[config.mk]
export PLATFORM = sky130hd
export DESIGN_NAME = move_ctrl
export DESIGN_NICKNAME = d
export VERILOG_FILES = /design/src/rtl/tetris_pkg.sv /design/src/rtl/btn_debounce.sv /design/src/rtl/move_ctrl.sv
export SDC_FILE = /design/constraint.sdc
export NUM_CORES = 1
export LEC_CHECK = 0
export CORE_AREA = 2 2 121 123
export CTS_CLUSTER_DIAMETER = 60
export DETAILED_ROUTE_END_ITERATION = 8
export DIE_AREA = 0 0 123 125
export PLACE_DENSITY = 0.81
export SYNTH_ARGS = -nofsm -noshare
export SYNTH_HDL_FRONTEND = slang
export SYNTH_SLANG_ARGS = --single-unit
[constraint.sdc]
create_clock -name clk -period 3.28 [get_ports clk]
set_input_delay 0.328 -clock clk [delete_from_list [all_inputs] [get_ports clk]]
set_output_delay 0.328 -clock clk [all_outputs]
set_load 0.02 [all_outputs]
[src/rtl/tetris_pkg.sv]
`default_nettype none
// +----------------------------------------------------------------------------+
// | Module  : tetris_pkg                                                       |
// | Purpose : Shared timing defaults, button index enumeration and a counter   |
// |           width helper for the move-control path.                          |
// | Ports   : none (package)                                                   |
// | Rev     : 1.0  initial release                                             |
// +----------------------------------------------------------------------------+
package tetris_pkg;

  // Defaults sized for a 50 MHz clock.
  localparam int DEF_DEBOUNCE_CYCLES = 500000;
  localparam int DEF_GRAVITY_TICKS   = 25000000;
  localparam int DEF_REPEAT_DELAY    = 15000000;
  localparam int DEF_REPEAT_RATE     = 5000000;

  localparam int NUM_BTNS = 4;

  // Bit position of each button in every 4-bit button vector.
  typedef enum logic [1:0] {
    LEFT  = 2'd0,
    RIGHT = 2'd1,
    UP    = 2'd2,
    DOWN  = 2'd3
  } btn_e;

  // Bits needed to hold values 0..maxVal (never less than one bit).
  function automatic int cntWidth(input int maxVal);
    return (maxVal < 2) ? 1 : $clog2(maxVal + 1);
  endfunction

endpackage : tetris_pkg
`default_nettype wire

[src/rtl/btn_debounce.sv]
`default_nettype none
// +----------------------------------------------------------------------------+
// | Module  : btn_debounce                                                     |
// | Purpose : 2-flop synchronizer, consecutive-sample debounce counter and     |
// |           registered press (0->1) pulse for one raw push button.           |
// | Ports   : clk, reset  - clock, synchronous active-high reset               |
// |           i_btnRaw    - asynchronous raw button, active-high               |
// |           o_level     - debounced button level                             |
// |           o_press     - one-cycle pulse on each debounced 0->1 change      |
// | Rev     : 1.0  initial release                                             |
// +----------------------------------------------------------------------------+
module btn_debounce
  import tetris_pkg::*;
#(
  parameter int DEBOUNCE_CYCLES = DEF_DEBOUNCE_CYCLES
) (
  input  logic clk,
  input  logic reset,
  input  logic i_btnRaw,
  output logic o_level,
  output logic o_press
);

  localparam int c_CNT_W = cntWidth(DEBOUNCE_CYCLES - 1);
  localparam logic [c_CNT_W-1:0] c_CNT_LAST = c_CNT_W'(DEBOUNCE_CYCLES - 1);

  logic               r_sync1;
  logic               r_sync2;
  logic               r_level;
  logic               r_press;
  logic [c_CNT_W-1:0] r_cnt;

  always_ff @(posedge clk) begin
    if (reset) begin
      r_sync1 <= 1'b0;
      r_sync2 <= 1'b0;
      r_level <= 1'b0;
      r_press <= 1'b0;
      r_cnt   <= '0;
    end else begin
      r_sync1 <= i_btnRaw;
      r_sync2 <= r_sync1;
      r_press <= 1'b0;
      if (r_sync2 != r_level) begin
        // The sample that completes the run flips the level directly, so the
        // press pulse appears alongside the new level with no extra stage.
        if (r_cnt == c_CNT_LAST) begin
          r_level <= r_sync2;
          r_press <= r_sync2;
          r_cnt   <= '0;
        end else begin
          r_cnt <= r_cnt + 1'b1;
        end
      end else begin
        r_cnt <= '0;
      end
    end
  end

  assign o_level = r_level;
  assign o_press = r_press;

endmodule : btn_debounce
`default_nettype wire

[src/rtl/move_ctrl.sv]
`default_nettype none
// +----------------------------------------------------------------------------+
// | Module  : move_ctrl                                                        |
// | Purpose : Turns four raw buttons plus a gravity timer into prioritised,    |
// |           registered single-cycle move pulses, with auto-repeat on         |
// |           left/right/down and a pause that freezes move generation.        |
// | Ports   : clk, reset             - clock, synchronous active-high reset    |
// |           btn_left/right/up/down - raw asynchronous buttons, active-high   |
// |           pause                  - freezes move generation when high       |
// |           leftSignal/rightSignal/upSignal/downSignal - move pulses         |
// | Rev     : 1.0  initial release                                             |
// +----------------------------------------------------------------------------+
module move_ctrl
  import tetris_pkg::*;
#(
  parameter int DEBOUNCE_CYCLES = DEF_DEBOUNCE_CYCLES,
  parameter int GRAVITY_TICKS   = DEF_GRAVITY_TICKS,
  parameter int REPEAT_DELAY    = DEF_REPEAT_DELAY,
  parameter int REPEAT_RATE     = DEF_REPEAT_RATE
) (
  input  logic clk,
  input  logic reset,
  input  logic btn_left,
  input  logic btn_right,
  input  logic btn_up,
  input  logic btn_down,
  input  logic pause,
  output logic leftSignal,
  output logic rightSignal,
  output logic upSignal,
  output logic downSignal
);

  localparam int c_GRAV_W = cntWidth(GRAVITY_TICKS - 1);
  localparam int c_RPT_MAX = (REPEAT_DELAY > REPEAT_RATE) ? REPEAT_DELAY : REPEAT_RATE;
  localparam int c_RPT_W = cntWidth(c_RPT_MAX - 1);
  localparam logic [c_GRAV_W-1:0] c_GRAV_LAST = c_GRAV_W'(GRAVITY_TICKS - 1);
  localparam logic [c_RPT_W-1:0]  c_RPT_FIRST = c_RPT_W'(REPEAT_DELAY - 1);
  localparam logic [c_RPT_W-1:0]  c_RPT_NEXT  = c_RPT_W'(REPEAT_RATE - 1);

  // Every 4-bit button vector is indexed by btn_e.
  logic [NUM_BTNS-1:0] w_raw;
  logic [NUM_BTNS-1:0] w_level;
  logic [NUM_BTNS-1:0] w_press;
  logic [NUM_BTNS-1:0] w_rptEvt;
  logic [NUM_BTNS-1:0] w_evt;
  logic [NUM_BTNS-1:0] w_grant;
  logic [NUM_BTNS-1:0] w_outNext;
  logic [NUM_BTNS-1:0] r_out;

  logic [c_GRAV_W-1:0] r_gravCnt;
  logic                r_gravPend;
  logic                w_pendNext;
  logic                w_wrap;

  assign w_raw = {btn_down, btn_up, btn_right, btn_left};

  generate
    for (genvar b = 0; b < NUM_BTNS; b++) begin : g_btn
      // Up is a rotate: it never auto-repeats. Its counter is kept for
      // uniformity and is removed by synthesis because its event is masked.
      localparam logic c_REPEATS = (b != int'(UP));

      logic [c_RPT_W-1:0] r_rptCnt;

      btn_debounce #(
        .DEBOUNCE_CYCLES(DEBOUNCE_CYCLES)
      ) u_debounce (
        .clk     (clk),
        .reset   (reset),
        .i_btnRaw(w_raw[b]),
        .o_level (w_level[b]),
        .o_press (w_press[b])
      );

      // Down-counter to the next repeat. A press restarts it even while
      // paused; it only advances while held and unpaused.
      always_ff @(posedge clk) begin
        if (reset) begin
          r_rptCnt <= '0;
        end else if (w_press[b]) begin
          r_rptCnt <= c_RPT_FIRST;
        end else if (!w_level[b]) begin
          r_rptCnt <= '0;
        end else if (!pause) begin
          r_rptCnt <= (r_rptCnt == '0) ? c_RPT_NEXT : r_rptCnt - 1'b1;
        end
      end

      assign w_rptEvt[b] = c_REPEATS & w_level[b] & ~w_press[b] & ~pause &
                           (r_rptCnt == '0);
    end
  endgenerate

  assign w_evt  = pause ? '0 : (w_press | w_rptEvt);
  assign w_wrap = ~pause & (r_gravCnt == c_GRAV_LAST);

  // Fixed priority; losers are simply dropped.
  always_comb begin
    w_grant = '0;
    if (w_evt[LEFT]) begin
      w_grant[LEFT] = 1'b1;
    end else if (w_evt[RIGHT]) begin
      w_grant[RIGHT] = 1'b1;
    end else if (w_evt[DOWN]) begin
      w_grant[DOWN] = 1'b1;
    end else if (w_evt[UP]) begin
      w_grant[UP] = 1'b1;
    end
  end

  // A gravity move (this cycle's wrap or an earlier pending one) takes any
  // cycle without a button grant; a granted button down satisfies it.
  always_comb begin
    w_outNext  = '0;
    w_pendNext = r_gravPend;
    if (!pause) begin
      if (|w_grant) begin
        w_outNext = w_grant;
        if (w_grant[DOWN]) begin
          w_pendNext = 1'b0;
        end else if (w_wrap) begin
          w_pendNext = 1'b1;
        end
      end else begin
        w_outNext[DOWN] = r_gravPend | w_wrap;
        w_pendNext      = 1'b0;
      end
    end
  end

  always_ff @(posedge clk) begin
    if (reset) begin
      r_out      <= '0;
      r_gravCnt  <= '0;
      r_gravPend <= 1'b0;
    end else begin
      r_out      <= w_outNext;
      r_gravPend <= w_pendNext;
      if (!pause) begin
        r_gravCnt <= w_wrap ? '0 : r_gravCnt + 1'b1;
      end
    end
  end

  assign leftSignal  = r_out[LEFT];
  assign rightSignal = r_out[RIGHT];
  assign upSignal    = r_out[UP];
  assign downSignal  = r_out[DOWN];

endmodule : move_ctrl
`default_nettype wire
Figure 1. Where the registers sit (run 1).
The bar under the picture is 20 um long. Other sequential cells in the stronger gray, the rest of the logic in the fainter gray.
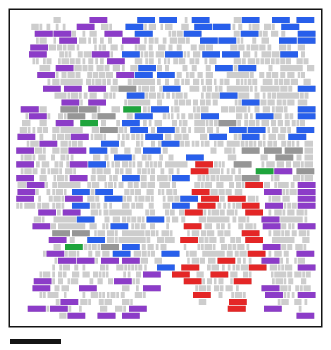
Key: g_btn.r_rptCnt = blue [sequential cells 72]; g_btn.u_debounce.o_level = green [sequential cells 4]; g_btn.u_debounce.r_cnt = purple [sequential cells 76, where all over the die]; r_gravCnt = red [sequential cells 25]
Flop area: 0.00388 mm^2
Final Util: 69.5%
Seq power: 2.37 mW
sequential cell area share: 39.4%

Figure 2. Clock nets (run 1).
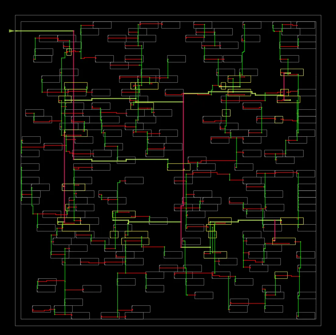
Clock Buffer Count: 20
P_clk: 2.06 mW
flip-flops: 194

Figure 3. Cells by drive strength (run 1).
The bar under the picture is 20 um long.
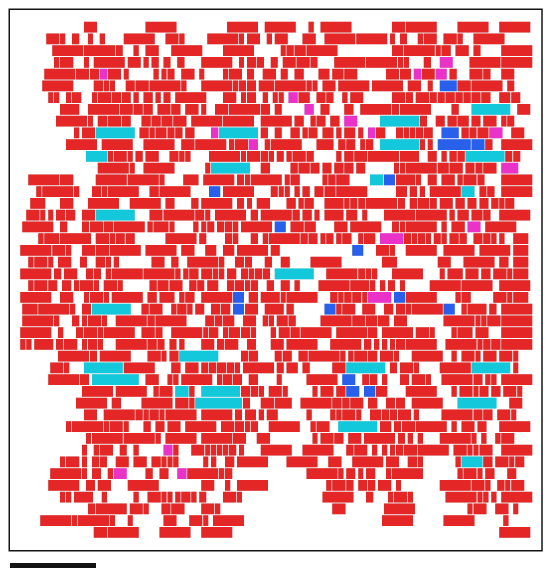
Key: drive 1 or less = red [cells 1030]; drive 3 to 4 = blue [cells 16]; drive 6 and up = cyan [cells 24]; drive 2 = magenta [cells 18]
count of plain and timing-repair buffers: 20
Area Growth Syn to Fin: 9.18%
final setup margin: 0.768 ns

Figure 4. Placement by cell class (run 1).
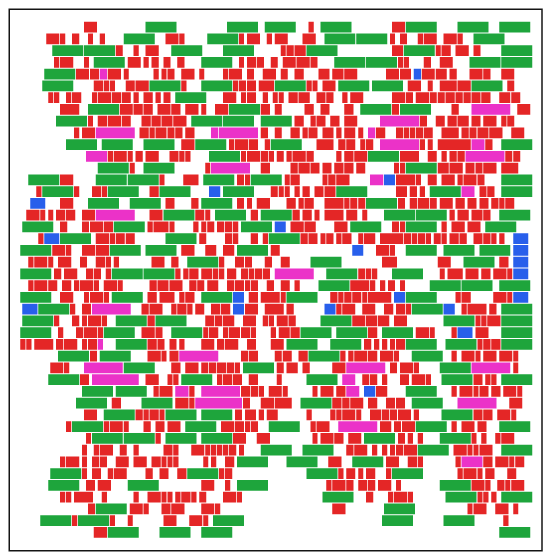
Key: clock drivers and dummy loads = magenta [cells 31, share of their area 6.1%]; all other logic = red [cells 843, share of their area 52%]; other buffers and delay cells = blue [cells 20, share of their area 1.8%]; flip-flops = green [cells 194, share of their area 40%]
core area: 0.0142 mm^2
Core Rows: 44
Finished Cell Area: 0.00987 mm^2

[run 1: layout make-up]
type	count	area share (%)
Multi-Input combinational cell	817	49.7
Sequential cell	194	39.4
Clock buffer	20	4.63
Tap cell	184	2.33
Timing Repair Buffer	20	1.72
Clock inverter	11	1.29
Inverter	26	0.989
[run 1: power breakdown]
group	switching, mW	internal, mW
combinational	0.0716	0.0437
sequential	0.00532	2.36
clock	0.897	1.17
total	0.974	3.57
[run 1: sequential cells by signal, summed over array words and instances (netlist names)]
| signal | cells |
|---|---|
| g_btn.u_debounce.o_press | 4 |
| g_btn.u_debounce.o_level | 4 |
| g_btn.u_debounce.r_sync2 | 4 |
| r_out | 4 |
| g_btn.u_debounce.r_sync1 | 4 |
| r_gravCnt | 25 |
| g_btn.r_rptCnt | 72 |
| g_btn.u_debounce.r_cnt | 76 |
| r_gravPend | 1 |
[run 1: through the flow]
| stage | instances | hold slack, ns | power, mW |
|---|---|---|---|
| 4_1_cts | 1272 | 0.438 | 4.58 |
| 5_1_grt | 1272 | 0.461 | 4.68 |
| 3_5_place_dp | 1241 | 0.424 | 2.53 |
| 6_report | 1272 | 0.437 | 4.55 |
| 3_3_place_gp | 1241 | 0.419 | 2.53 |
| 2_1_floorplan | 1076 | 0.413 | 2.50 |
[run 1: synth_stat cells (all sizes together) (2+ instances only)]
cell type and instances:
and2 7, or3b 3, mux2i 4, nor2 181
or2 6, nor3 42, a31oi 16, nand2 80
nand3b 5, ha 11, a21boi 3, nor3b 2
o31ai 4, nand3 43, a311oi 2, a21o 4
and3 26, dfxtp 194, clkbuf 31, nor2b 14
nand4 30, buf 8, xnor2 78, o311ai 3
a21oi 58, nor4b 9, or4 15, o211ai 2
a2111oi 2, a211oi 4, xor2 58, a221oi 2
and4 11, o21bai 3, o22ai 3, nor4 38
o21ai 15, or3 12, inv 26, nand4b 4
nand2b 7, o41a 2
[run 1: layer usage]
layer  wire length, um  vias to the layer above  share of wire (%)  global-route usage [%]
met1              8270                     3478                 47                    31.8
met5                 0                        -                  0                       0
li1                  -                     3764                  -                       -
met4               333                        0                1.9                    8.69
met2              8410                      188                 47                    39.3
met3               764                       36                4.3                    4.74
[run 1: final timing paths]
kind                                              to  slack (ns)  cells past startpoint
max                              r_out[2]$_SDFF_PP0_        0.77                      5
min          g_btn[0].u_debounce.r_cnt[0]$_SDFF_PP0_        0.44                      1
max reg2reg                      r_out[2]$_SDFF_PP0_        0.77                      5
min reg2reg  g_btn[0].u_debounce.r_cnt[0]$_SDFF_PP0_        0.44                      1
[run 1: logic make-up after synthesis]
logic type	Yosys count	synth area share, %
AND/OR/NAND/NOR	535	30.0
AND-OR/OR-AND	130	8.97
flip-flops	194	43.0
adder cells (fa/ha/maj)	11	1.52
XOR/XNOR	136	13.2
multiplexers	5	0.568
buffers and inverters	65	2.80
[run 1: critical path, cell delays in order, from the launching register on]
cell and delay, ns:
dfxtp_1 0.35, or4_1 0.66, or2_1 0.40, nor4_4 0.56
a2111oi_2 0.19, and4_1 0.24
==> summary.txt, run 1 <==
Fill count = 1155
Cell taking the most area after synthesis = dfxtp_1
Wirelength per Cell = 14.0 um
Lkg Pwr = 3.53 nW
Peak supply drop = 0.000372 V
Area leader share = 43.0%
Hold_buf cts = 0
Unrepaired setup endpoints after global routing = false
Status = complete, no violations
Max Freq = 398 MHz
Late-Pin Clk Latency = 0.43 ns
Power density over the cells = 461 mW/mm^2
Synth Cell Area = 0.00904 mm^2
Post-CTS sizing = 0
Setup tns final = 0 ns
Period minus WS final = 2.51 ns
Clock Sinks = 194
Syn nets = 1094
Pin count of the biggest net entering global routing = 40
Die Size = 0.0154 mm^2
Tool warnings = 29
Total wire length = 17800 um
Vias in the first global route = 6933
Grt ovf = 0
First-pass DRT Iterations = 7
Remaining antenna violation count after routing = 0
Initial antenna violation count = 0
Worst Setup End Kind = flip-flop
YS chip area = 0.00904 mm^2
GR Util All Layers = 24.1%
Iter 0 DRT Violations = 607
Fin. Hold Viols = 0
Area post-placement = 0.00928 mm^2
H-tree levels = 4
Worst-path fanout max = 8
Figure 5. Clock wires, drivers and flops (run 1).
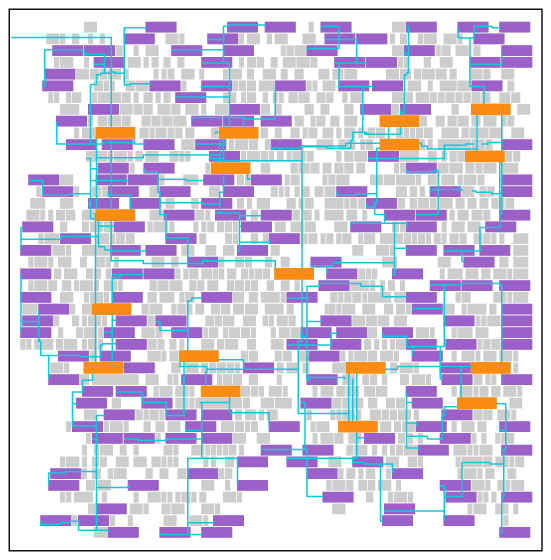

## Run 2: what changed since run 1
- CORE_AREA: 2 2 121 123 -> 2 2 129 131
- DIE_AREA: 0 0 123 125 -> 0 0 131 133
- PLACE_DENSITY: 0.81 -> 0.76
- clock period: 3.28 -> 2.2 ns (I/O delays scaled with it)
Figure 6. Clock wires, drivers and flops (run 2).
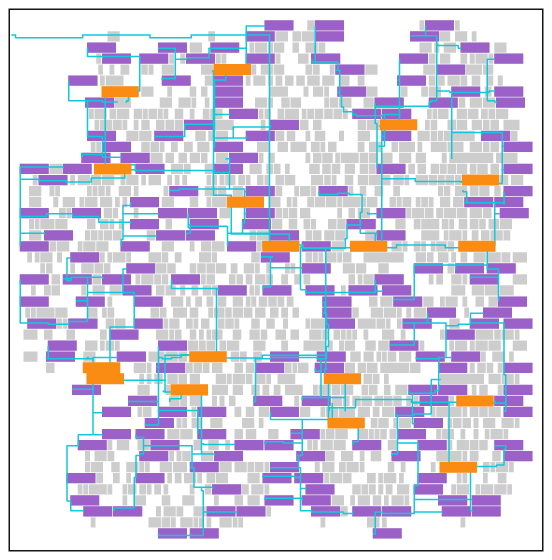
Key: flip-flops = purple [count 194]; clock wires = cyan [length 2140 um]; cells driving clock nets = orange [count 17]
Position of the flops: all over the die.
Clk pwr share: 46.0%
Late-Pin Clk Latency: 0.44 ns
P_clk: 3.17 mW
clock skew: 0.0109 ns

Figure 7. Cells by drive strength (run 2).
The bar under the picture is 50 um long.
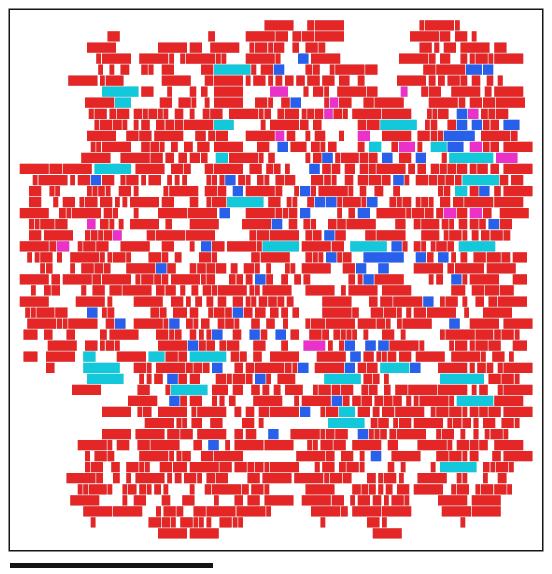
Key: drive 6 and up = cyan [cells 29]; drive 2 = magenta [cells 16]; drive 1 or less = red [cells 1026]; drive 3 to 4 = blue [cells 70]
Finished Cell Area: 0.0104 mm^2
Area Growth Syn to Fin: 14.8%
final setup margin: 0.0495 ns
count of plain and timing-repair buffers: 72

Figure 8. Where the registers sit (run 2).
The bar under the picture is 50 um long. Other sequential cells in the stronger gray, the rest of the logic in the fainter gray.
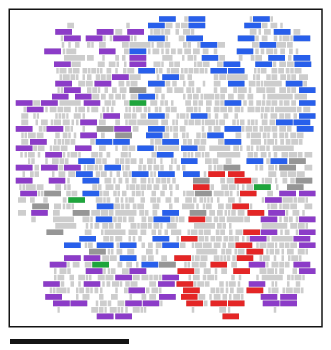
Final Util: 64.1%
sequential cell area share: 37.4%

==> run 2 against run 1 <==
Against the previous run: clock skew up 0.0021 ns; largest cell class unchanged; maximum frequency up 17%; die area up 13%.
==> summary.txt, run 2 <==
Status = complete, no violations (unchanged)
Worst Hold Path Cells = 2 (was 1)
Period minus WS final = 2.15 ns (was 2.51 ns)
H-tree levels = 4 (unchanged)
Max reg flops = 76 (unchanged)
Core area = 0.0162 mm^2 (was 0.0142 mm^2)
Synth Cell Area = 0.00904 mm^2 (unchanged)
Fin. Hold Viols = 0 (unchanged)
First-pass DRT Iterations = 5 (was 7)
Unrepaired setup endpoints after global routing = true (was false)
Grt ovf = 0 (unchanged)
Comb power frac = 2.8% (was 2.5%)
Peak supply drop = 0.000652 V (was 0.000372 V)
Cell taking the most area after synthesis = dfxtp_1 (unchanged)
R2R depth = 5 (unchanged)
Worst-path fanout max = 4 (was 8)
Setup tns final = 0 ns (unchanged)
Largest regs = g_btn.u_debounce.r_cnt x76, g_btn.r_rptCnt x72, r_gravCnt x25 (unchanged)
Total wire length = 18700 um (was 17800 um)
Vias in the first global route = 7180 (was 6933)
Pin count of the biggest net entering global routing = 30 (was 40)
Hold_buf cts = 0 (unchanged)
Core Rows = 47 (was 44)
Post-CTS sizing = 0 (unchanged)
==> run 2: cell counts after synthesis <==
No cell type changed its count.
==> run 2: metrics by stage <==
| stage | power [mW] | cells | utilization (%) | setup WS (ns) |
|---|---|---|---|---|
| after floorplan | 3.73 | 1076 | - | 0.000414 |
| after global placement | 3.80 | 1329 | 60.3 | -0.0249 |
| after detailed placement | 3.80 | 1329 | 60.3 | -0.0387 |
| after CTS | 6.96 | 1361 | 64.0 | 0.0256 |
| after global routing | 7.13 | 1361 | 64.1 | -0.0181 |
| final | 6.89 | 1361 | 64.1 | 0.0495 |
==> run 2: layout make-up <==
type,instances,area share [%]
Multi-Input combinational cell,817,47.6
Sequential cell,194,37.4
Tap cell,220,2.65
Clock inverter,14,1.62
Clock buffer,18,4.23
Timing Repair Buffer,72,5.56
Inverter,26,0.941
==> run 2: layer usage <==
layer / track usage, % / wire, um / share of wire, %
met1: 27.9 / 8640 / 46
met2: 36.6 / 8950 / 48
met4: 8.10 / 342 / 1.8
met5: 0 / 0 / 0
met3: 5.05 / 770 / 4.1
==> run 2: power by group through the flow <==
stage	clock network (mW)	registers [mW]	logic, mW
6_report	3.17	3.53	0.193
2_1_floorplan	0	3.61	0.125
5_1_grt	3.38	3.53	0.214
3_5_place_dp	0	3.61	0.191
3_3_place_gp	0	3.61	0.189
4_1_cts	3.23	3.53	0.193
==> run 2: path summary, 6_finish.rpt <==
kind	startpoint	slack [ns]	end
max reg2reg	g_btn[1].r_rptCnt[16]$_SDFFE_PP0N_	0.05	g_btn[1].r_rptCnt[3]$_SDFFE_PP0P_
min reg2reg	g_btn[3].u_debounce.r_sync1$_SDFF_PP0_	0.43	g_btn[3].u_debounce.r_sync2$_SDFF_PP0_
min	reset	0.28	g_btn[3].u_debounce.r_sync2$_SDFF_PP0_
max	g_btn[1].r_rptCnt[16]$_SDFFE_PP0N_	0.05	g_btn[1].r_rptCnt[3]$_SDFFE_PP0P_
==> run 2: critical path, stage by stage (launching register included) <==
cell and delay, ns:
dfxtp_1 0.32, or4_4 0.56, or3_4 0.44, or4_4 0.45, a21o_1 0.19, a21oi_2 0.12
==> run 2: kinds of logic after synthesis <==
| kind of cell | Yosys count | synth area share, % |
|---|---|---|
| flops | 194 | 43.0 |
| fa+ha+maj | 11 | 1.52 |
| compound gates | 130 | 8.97 |
| xor+xnor | 136 | 13.2 |
| buf+inv | 65 | 2.80 |
| mux | 5 | 0.568 |
| simple gates | 535 | 30.0 |
Power figures rest on the tool's default switching activity, not on a simulated workload.
